==> src/rtl/parameterized_decade_down_counter_pkg.sv <==
// Shared BCD definitions for the decade counters in the timer/sequencer datapath.
// Holds the digit width, the digit limits, the digit type and a clamp helper.
package parameterized_decade_down_counter_pkg;

    localparam int BCD_W = 4;
    localparam logic [BCD_W-1:0] BCD_MAX  = 4'd9;
    localparam logic [BCD_W-1:0] BCD_ZERO = 4'd0;

    typedef logic [BCD_W-1:0] bcd_digit_t;

    function automatic bcd_digit_t bcd_clamp(input bcd_digit_t d);
        return (d > BCD_MAX) ? BCD_MAX : d;
    endfunction

endpackage

==> src/rtl/parameterized_decade_down_counter_bcd_down_digit.sv <==
// One registered BCD digit of the down-counter.
// The digit decrements on borrow_in and passes the borrow on while it sits at zero.
module bcd_down_digit
    import parameterized_decade_down_counter_pkg::*;
(
    input  logic       clk,
    input  logic       rst_n,
    input  logic       borrow_in,
    input  logic       hold,
    input  logic       load,
    input  bcd_digit_t load_digit,
    output bcd_digit_t digit,
    output bcd_digit_t digit_next,
    output logic       borrow_out
);

    bcd_digit_t digit_q;
    bcd_digit_t digit_d;

    // A load wins over a borrow; hold freezes the whole counter at zero when it saturates.
    always_comb begin
        digit_d = digit_q;
        if (load) begin
            digit_d = bcd_clamp(load_digit);
        end else if (borrow_in && !hold) begin
            digit_d = (digit_q == BCD_ZERO) ? BCD_MAX : digit_q - 4'd1;
        end
    end

    always_ff @(posedge clk or negedge rst_n) begin
        if (!rst_n) begin
            digit_q <= BCD_ZERO;
        end else begin
            digit_q <= digit_d;
        end
    end

    assign digit      = digit_q;
    assign digit_next = digit_d;
    assign borrow_out = borrow_in & (digit_q == BCD_ZERO);

endmodule

==> src/rtl/parameterized_decade_down_counter.sv <==
// Cascadable BCD down-counter with parallel load, wrap or saturate at zero,
// a combinational terminal count for chaining, and registered zero/load_err flags.
module parameterized_decade_down_counter
    import parameterized_decade_down_counter_pkg::*;
#(
    parameter int DIGITS = 2,
    parameter bit WRAP   = 1'b1
) (
    input  logic                  clk,
    input  logic                  rst_n,
    input  logic                  enable,
    input  logic                  load,
    input  logic [4*DIGITS-1:0]   load_value,
    output logic [4*DIGITS-1:0]   count,
    output logic                  tc,
    output logic                  zero,
    output logic                  load_err
);

    localparam int CW = BCD_W * DIGITS;

    logic [DIGITS:0] borrow;
    logic [CW-1:0]   count_next;
    logic            sat_hold;
    logic            zero_d;
    logic            zero_q;
    logic            load_err_d;
    logic            load_err_q;

    // The chain is seeded with raw enable, so its far end is exactly enable & (count == 0).
    assign borrow[0] = enable;
    assign sat_hold  = !WRAP && (count == '0);

    generate
        for (genvar i = 0; i < DIGITS; i++) begin : g_digit
            bcd_down_digit u_digit (
                .clk        (clk),
                .rst_n      (rst_n),
                .borrow_in  (borrow[i]),
                .hold       (sat_hold),
                .load       (load),
                .load_digit (load_value[BCD_W*i +: BCD_W]),
                .digit      (count[BCD_W*i +: BCD_W]),
                .digit_next (count_next[BCD_W*i +: BCD_W]),
                .borrow_out (borrow[i+1])
            );
        end
    endgenerate

    assign tc = borrow[DIGITS];

    always_comb begin
        zero_d     = (count_next == '0);
        load_err_d = 1'b0;
        if (load) begin
            for (int i = 0; i < DIGITS; i++) begin
                if (load_value[BCD_W*i +: BCD_W] > BCD_MAX) begin
                    load_err_d = 1'b1;
                end
            end
        end
    end

    always_ff @(posedge clk or negedge rst_n) begin
        if (!rst_n) begin
            zero_q     <= 1'b1;
            load_err_q <= 1'b0;
        end else begin
            zero_q     <= zero_d;
            load_err_q <= load_err_d;
        end
    end

    assign zero     = zero_q;
    assign load_err = load_err_q;

endmodule

==> config.mk <==
export PLATFORM = sky130hd
export DESIGN_NAME = parameterized_decade_down_counter
export DESIGN_NICKNAME = d
export VERILOG_FILES = /design/src/rtl/parameterized_decade_down_counter_pkg.sv /design/src/rtl/parameterized_decade_down_counter_bcd_down_digit.sv /design/src/rtl/parameterized_decade_down_counter.sv
export SDC_FILE = /design/constraint.sdc
export NUM_CORES = 1
export LEC_CHECK = 0
export ABC_CLOCK_PERIOD_IN_PS = 3700
export CAP_MARGIN = 5
export CORE_AREA = 2 2 39 41
export CTS_CLUSTER_DIAMETER = 60
export CTS_CLUSTER_SIZE = 20
export DETAILED_ROUTE_END_ITERATION = 12
export DIE_AREA = 0 0 41 43
export PLACE_DENSITY = 0.78
export SKIP_LAST_GASP = 1
export SYNTH_ARGS = -nofsm -noshare
export SYNTH_HDL_FRONTEND = slang
export SYNTH_SLANG_ARGS = --single-unit
==> constraint.sdc <==
create_clock -name clk -period 3.7 [get_ports clk]
set_input_delay 0.37 -clock clk [delete_from_list [all_inputs] [get_ports clk]]
set_output_delay 0.37 -clock clk [all_outputs]
set_load 0.02 [all_outputs]
==> run_1/placement_by_type.png <==
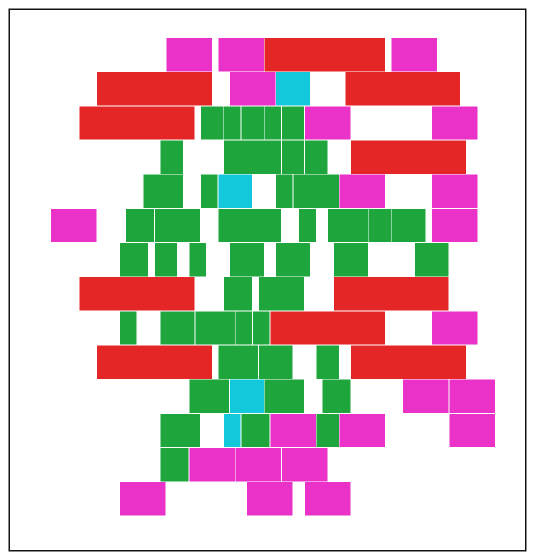
- red: sequential cells (cells 10; share of their area 32%)
- magenta: remaining buffers and delay cells (cells 22; share of their area 28%)
- green: combinational and other logic (cells 44; share of their area 37%)
- cyan: clock drivers and dummy loads (cells 4; share of their area 3.3%)
fraction of area in registers: 31.07%
Core ar.: 1384 sq um
final instance area: 809.5 sq um

==> run_1/wires.png <==
Bar = 10 um.
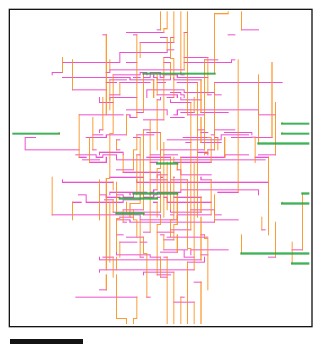
- magenta: metal 1 (wire length 606 um)
- green: metal 3 (wire length 62.9 um)
- orange: metal 2 (wire length 624 um)

==> Changelog: implementation, run 1 <==
### Metrics

- Status: complete, no violations
- DR pass1 iterations: 4
- Post-layout util: 58.50%
- Largest net degree at the start of global routing: 16
- Nonclk inv count: 3
- Worst path max stage delay: 0.65 ns
- Fin. Hold Viols: 0
- Critical Path Start Type: input port
- Mapped Avg Cell Area: 9.831 sq um
- Clock skew: 0.01192 ns
- Fmax: 373.8 MHz
- Top cells by area: dfrtp_1, dfstp_2, nor2b_1
- Clock network fraction of total power: between 20% and 30%
- Proportion of layout cells with a drive suffix above 1: under 10%
- Post-Syn Nets: 68
- FP Util: roughly two fifths
- Mi-comb count: 41
- Most used logic cell in the final layout: clkdlybuf4s50_1
- Diode count: 0
- GRT overflow: 0
- R2r worst-path depth: 5
- Top cells excl fill/tap: clkdlybuf4s50_1, dfrtp_1, nor2_1, nor2b_1
- Worst reg2reg path endpoint: zero$_DFF_PN1_
- Final setup fails: 0
- Simple Share, Synth: 25.45%
- Flip-flops: 10
- Io pins: 23
- Hold buffer count at CTS: 0
- Synth async-reset ratio: 100.0%
- Fin crit period: 2.675 ns
- Critical Path AT: 2.31 ns
- Slew @ Worst Pin: around 0.48 ns
- Chip area: 1763 sq um
- Top logic family: simple AND/OR/NAND/NOR gates
- Combinational power share: 29.1%
- Most frequent CP cell: clkdlybuf4s50_1
- Max reg flops: 8
- DRC Markers: 0
- Top_reg_cell synth: dfrtp_1
- CTS tree: yes
- Synthesized area: between 500 and 600 sq um
- Sum Neg Setup Slack: 0 ns
- Buffers, non-clock: 22
- Buffering overhead: between 20% and 30%
- Count leader, synth: dfrtp_1
- Via Count: 509
- TritonCTS Buffers: 3
- Largest delay share family, worst path: buffers and inverters
- Sequential share of the synthesized area: 45.68%
- Metal2 WL: 623 um
- Tap Cells: 16
- Final std cells w/o fill: ~96
- Max clock buf depth: 2
- Avg WL per Cell: between 10 and 15 um
- GRT busiest layer: met1
- Area share, top type: 40.91%
- Vias in the first global route: 450
- Setup ws final: 1.025 ns
- Critical-path cell list: clkdlybuf4s50_1 > or3b_1 > nor4_1 > clkdlybuf4s50_1
- Syn. warnings: 0
- Top layer in use: met3
- Placement Setup Slack: 1.046 ns
- Slew HR: 67.95%
- DP Wirelength: 1.007 mm
- Post-Synth Adder-Cell Area: 0%
- Maxcap violations: 0
- Sequential Power Share: 44.7%
- Global Route met2 Usage: 22.19%
- Worst Path Max Fanout: 6
- Log Warnings: 26
- Clock-cell share: approximately 3.2%
- CTS resizes: 0
- FP Rows: 14
- Starting DRT DRC Count: 27
- Area grow syn2layout: 47.05%
==> run_1/io_placement.png <==
Pins as bars across the die edge, other pins in grey.
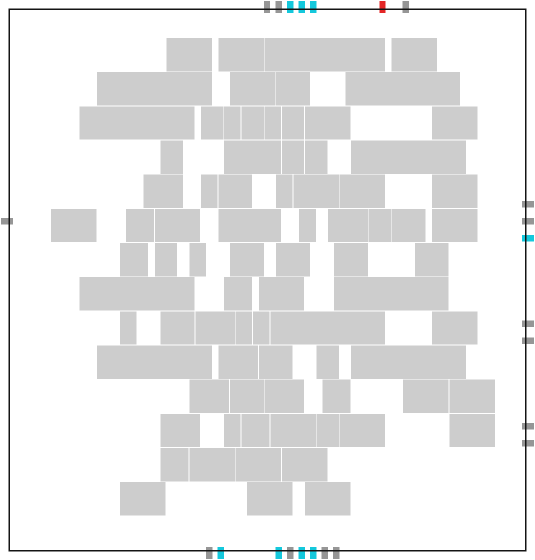
- red: clk (pins 1; direction input; edge top)
- cyan: load_value (pins 8; direction input; edge 4 bottom, 3 top, 1 right)
- all pins by edge: 8 bottom, 7 top, 7 right, 1 left
port buffer count: 22
Die X-Extent: 41 um
die height: 43 um

--- run 2 (diff from run 1) ---
--- a/config.mk
+++ b/config.mk
@@ -5,14 +5,14 @@
 export SDC_FILE = /design/constraint.sdc
 export NUM_CORES = 1
 export LEC_CHECK = 0
-export ABC_CLOCK_PERIOD_IN_PS = 3700
+export ABC_CLOCK_PERIOD_IN_PS = 2300
 export CAP_MARGIN = 5
-export CORE_AREA = 2 2 39 41
+export CORE_MARGIN = 1
+export CORE_UTILIZATION = 36
 export CTS_CLUSTER_DIAMETER = 60
 export CTS_CLUSTER_SIZE = 20
 export DETAILED_ROUTE_END_ITERATION = 12
-export DIE_AREA = 0 0 41 43
-export PLACE_DENSITY = 0.78
+export PLACE_DENSITY = 0.72
 export SKIP_LAST_GASP = 1
 export SYNTH_ARGS = -nofsm -noshare
 export SYNTH_HDL_FRONTEND = slang
==> constraint.sdc (replaced) <==
create_clock -name clk -period 2.3 [get_ports clk]
set_input_delay 0.23 -clock clk [delete_from_list [all_inputs] [get_ports clk]]
set_output_delay 0.23 -clock clk [all_outputs]
set_load 0.02 [all_outputs]
==> run 2 against run 1 <==
Die area down 4.2%. Final area is 4.6% higher. Count of clock-buffer cells in the layout unchanged. Power up 73%. Register-to-register slack worse by 1.4 ns. Hold slack worse by 0.14 ns. Critical path type is now input port to register. Largest cell class unchanged.
==> Changelog: implementation, run 2 <==
### Metrics

- Status: complete, no violations (unchanged)
- Maxcap violations: 0 (unchanged)
- Clock-cell share: 4.284% (was 3.246%)
- Max clock buf depth: 2 (unchanged)
- Top_reg_cell synth: dfrtp_1 (unchanged)
- Top logic family: simple AND/OR/NAND/NOR gates (unchanged)
- Top cells excl fill/tap: clkdlybuf4s50_1, dfrtp_1, nor2_1, nor2b_1, buf_4 (was clkdlybuf4s50_1, dfrtp_1, nor2_1, nor2b_1)
- Die X-Extent: 41.11 um (was 41 um)
- Placement Setup Slack: -0.1423 ns (was 1.046 ns)
- Post-Syn Nets: 68 (unchanged)
- CTS tree: yes (unchanged)
- Syn. warnings: 0 (unchanged)
- Fmax: 455.0 MHz
- Sequential Power Share: 41.4% (was 44.7%)
- TritonCTS Buffers: 3 (unchanged)
- Vias in the first global route: 437 (was 450)
- Mi-comb count: 41 (unchanged)
- Avg WL per Cell: 13.56 um (was 13.46 um)
- Largest delay share family, worst path: simple AND/OR/NAND/NOR gates (was buffers and inverters)
- Diode count: 0 (unchanged)
- DP Wirelength: 1.032 mm (was 1.007 mm)
- FP Util: 40.29% (was 39.78%)
- Hold buffer count at CTS: 0 (unchanged)
- Setup ws final: 0.1022 ns (was 1.025 ns)
- Synth async-reset ratio: 100.0% (unchanged)
- Flip-flops: 10 (unchanged)
- Synthesized area: 550.5 sq um (unchanged)
- Fin crit period: 2.198 ns
- Area grow syn2layout: 53.86% (was 47.05%)
- Worst reg2reg path endpoint: zero$_DFF_PN1_ (unchanged)
- Global Route met2 Usage: 27.34% (was 22.19%)
- GRT overflow: 0 (unchanged)
- Tap Cells: 15 (was 16)
- R2r worst-path depth: 5 (unchanged)
- Starting DRT DRC Count: 17 (was 27)
- Mapped Avg Cell Area: 9.831 sq um (unchanged)
- Switching pwr: 149.3 uW (was 91.46 uW)
- Fin. Hold Viols: 0 (unchanged)
- Io pins: 23 (unchanged)
- Drt total wl: 1.342 mm (was 1.292 mm)
- Largest net degree at the start of global routing: 11 (was 16)
- Chip area: 1690 sq um (was 1763 sq um)
- Crit path kind: input port to register (was input port to output port)
- DRC Markers: 0 (unchanged)
- Slew HR: 69.70% (was 67.95%)
- Log Warnings: 26 (unchanged)
- Clock network fraction of total power: 30.1% (was 26.2%)
- Port buffer count: 22 (unchanged)
- CTS resizes: 1 (was 0)
- Max reg flops: 8 (unchanged)
- Proportion of layout cells with a drive suffix above 1: 13.10% (was 7.500%)
- Post-Synth Adder-Cell Area: 0% (unchanged)
- Critical Path AT: 2.37 ns (was 2.31 ns)
- Setup bufs post-CTS: 0 (unchanged)
- Buffering overhead: 29.39% (was 27.20%)
- Buffers, non-clock: 26 (was 22)
- Critical-path cell list: clkdlybuf4s50_1 > or4b_4 > o21a_1 > o31a_1 > or4_1 > nor4_2 (was clkdlybuf4s50_1 > or3b_1 > nor4_1 > clkdlybuf4s50_1)
- Clock skew: 0.004096 ns (was 0.01192 ns)
- Final std cells w/o fill: 99 (was 96)
- Top layer in use: met3 (unchanged)
- GRT busiest layer: met2 (was met1)
- Critical Path Start Type: input port (unchanged)
- Slew @ Worst Pin: 0.4531 ns (was 0.4792 ns)
- Sum Neg Setup Slack: 0 ns (unchanged)
- Top cells by area: dfrtp_1, dfstp_2, nor2b_1 (unchanged)
- Count leader, synth: dfrtp_1 (unchanged)
- Area share, top type: 40.91% (unchanged)
- Worst Path Max Fanout: 3 (was 6)
- Metal2 WL: 567 um (was 623 um)
- Via Count: 519 (was 509)
- DR pass1 iterations: 3 (was 4)
- Most used logic cell in the final layout: clkdlybuf4s50_1 (unchanged)
- Cell taking the most area after synthesis: dfrtp_1 (unchanged)
==> run_2/placement_by_type.png <==
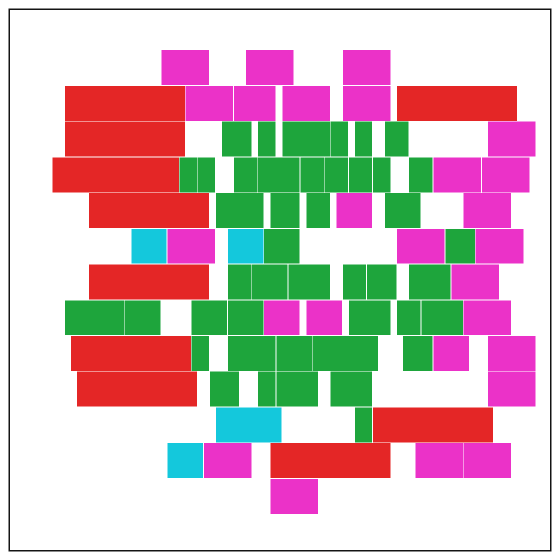
- green: combinational and other logic (cells 44; share of their area 35%)
- red: sequential cells (cells 10; share of their area 30%)
- magenta: remaining buffers and delay cells (cells 26; share of their area 30%)
- cyan: clock drivers and dummy loads (cells 4; share of their area 4.4%)
Core ar.: 1366 sq um
FP Rows: 13
final instance area: 847.1 sq um
fraction of area in registers: 29.69%
post-layout util: 62.00%

--- run 3 (diff from run 2) ---
--- a/config.mk
+++ b/config.mk
@@ -8,12 +8,13 @@
 export ABC_CLOCK_PERIOD_IN_PS = 2300
 export CAP_MARGIN = 5
 export CORE_MARGIN = 1
-export CORE_UTILIZATION = 36
+export CORE_UTILIZATION = 38
 export CTS_CLUSTER_DIAMETER = 60
 export CTS_CLUSTER_SIZE = 20
 export DETAILED_ROUTE_END_ITERATION = 12
-export PLACE_DENSITY = 0.72
+export PLACE_DENSITY = 0.73
 export SKIP_LAST_GASP = 1
 export SYNTH_ARGS = -nofsm -noshare
 export SYNTH_HDL_FRONTEND = slang
+export SYNTH_HIERARCHICAL = 1
 export SYNTH_SLANG_ARGS = --single-unit
==> run 3 against run 2 <==
The flow now finishes with violations (DRC). Non-clock buffer count is 2 lower. Die area is 5.8% higher. Worst setup slack better by 0.055 ns. Critical path depth grew 1. Count of clock-buffer cells in the layout is the same. Global-route usage shrank 0.29 points. Synthesized area up 12%. Register-to-register slack improved by 0.05 ns. Via count grew 13%. Sequential share of layout area decreased by 2.1 points. Maximum frequency is 2.6% higher. Hold slack lost 0.011 ns.
==> Changelog: implementation, run 3 <==
### Metrics

- Drt total wl: 1.486 mm (was 1.342 mm)
- CTS resizes: 0 (was 1)
- Starting DRT DRC Count: 15 (was 17)
- Placement Setup Slack: -0.001876 ns (was -0.1423 ns)
- Top_reg_cell synth: dfrtp_1 (unchanged)
- Setup bufs post-CTS: 0 (unchanged)
- Critical Path Start Type: register (was input port)
- Die X-Extent: 42.29 um (was 41.11 um)
- Proportion of layout cells with a drive suffix above 1: 11.70% (was 13.10%)
- Sum Neg Setup Slack: 0 ns (unchanged)
- Violated checks: DRC
- Maxcap violations: 0 (unchanged)
- Clock network fraction of total power: 26.0% (was 30.1%)
- Hold buffer count at CTS: 0 (unchanged)
- DP Wirelength: 1.114 mm (was 1.032 mm)
- Buffering overhead: 25.82% (was 29.39%)
- Max reg flops: 8 (unchanged)
- GRT busiest layer: met2 (unchanged)
- Synth async-reset ratio: 100.0% (unchanged)
- Tap Cells: 16 (was 15)
- TritonCTS Buffers: 3 (unchanged)
- Chip area: 1788 sq um (was 1690 sq um)
- Io pins: 23 (unchanged)
- Metal2 WL: 707 um (was 567 um)
- Clock-cell share: 2.885% (was 4.284%)
- Via Count: 586 (was 519)
- Top cells by area: dfrtp_1, nor4b_4, o21ai_0 (was dfrtp_1, dfstp_2, nor2b_1)
- Count leader, synth: dfrtp_1 (unchanged)
- DRC Markers: 1 (was 0)
- Top cells excl fill/tap: clkdlybuf4s50_1, dfrtp_1, o21ai_0, inv_1, nor2_1 (was clkdlybuf4s50_1, dfrtp_1, nor2_1, nor2b_1, buf_4)
- Cell taking the most area after synthesis: dfrtp_1 (unchanged)
- Synthesized area: 616.8 sq um (was 550.5 sq um)
- Critical-path cell list: nor2_1 > and3_2 > nor4b_4 > a21boi_1 > o31a_1 > or4_1 > nor2_1 (was clkdlybuf4s50_1 > or4b_4 > o21a_1 > o31a_1 > or4_1 > nor4_2)
- Simple Share, Synth: 30.22% (was 25.45%)
- Status: complete, but fails checks (was complete, no violations)
- Crit path kind: register to register (was input port to register)
- Worst reg2reg path endpoint: zero$_DFF_PN1_ (unchanged)
- FP Util: 40.95% (was 40.29%)
- Combinational power share: 29.8% (was 28.5%)
- Die height: 42.29 um (was 41.11 um)
==> run_3/wires.png <==
Bar = 10 um.
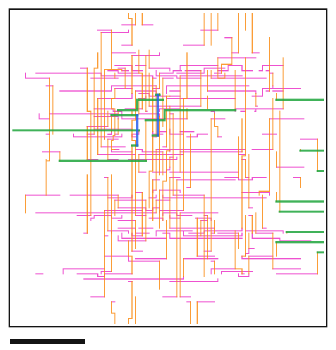
- magenta: metal 1 (wire length 682 um)
- green: metal 3 (wire length 87.6 um)
- orange: metal 2 (wire length 707 um)
- blue: metal 4 (wire length 9.50 um)

Power figures rest on the tool's default switching activity, not on a simulated workload.
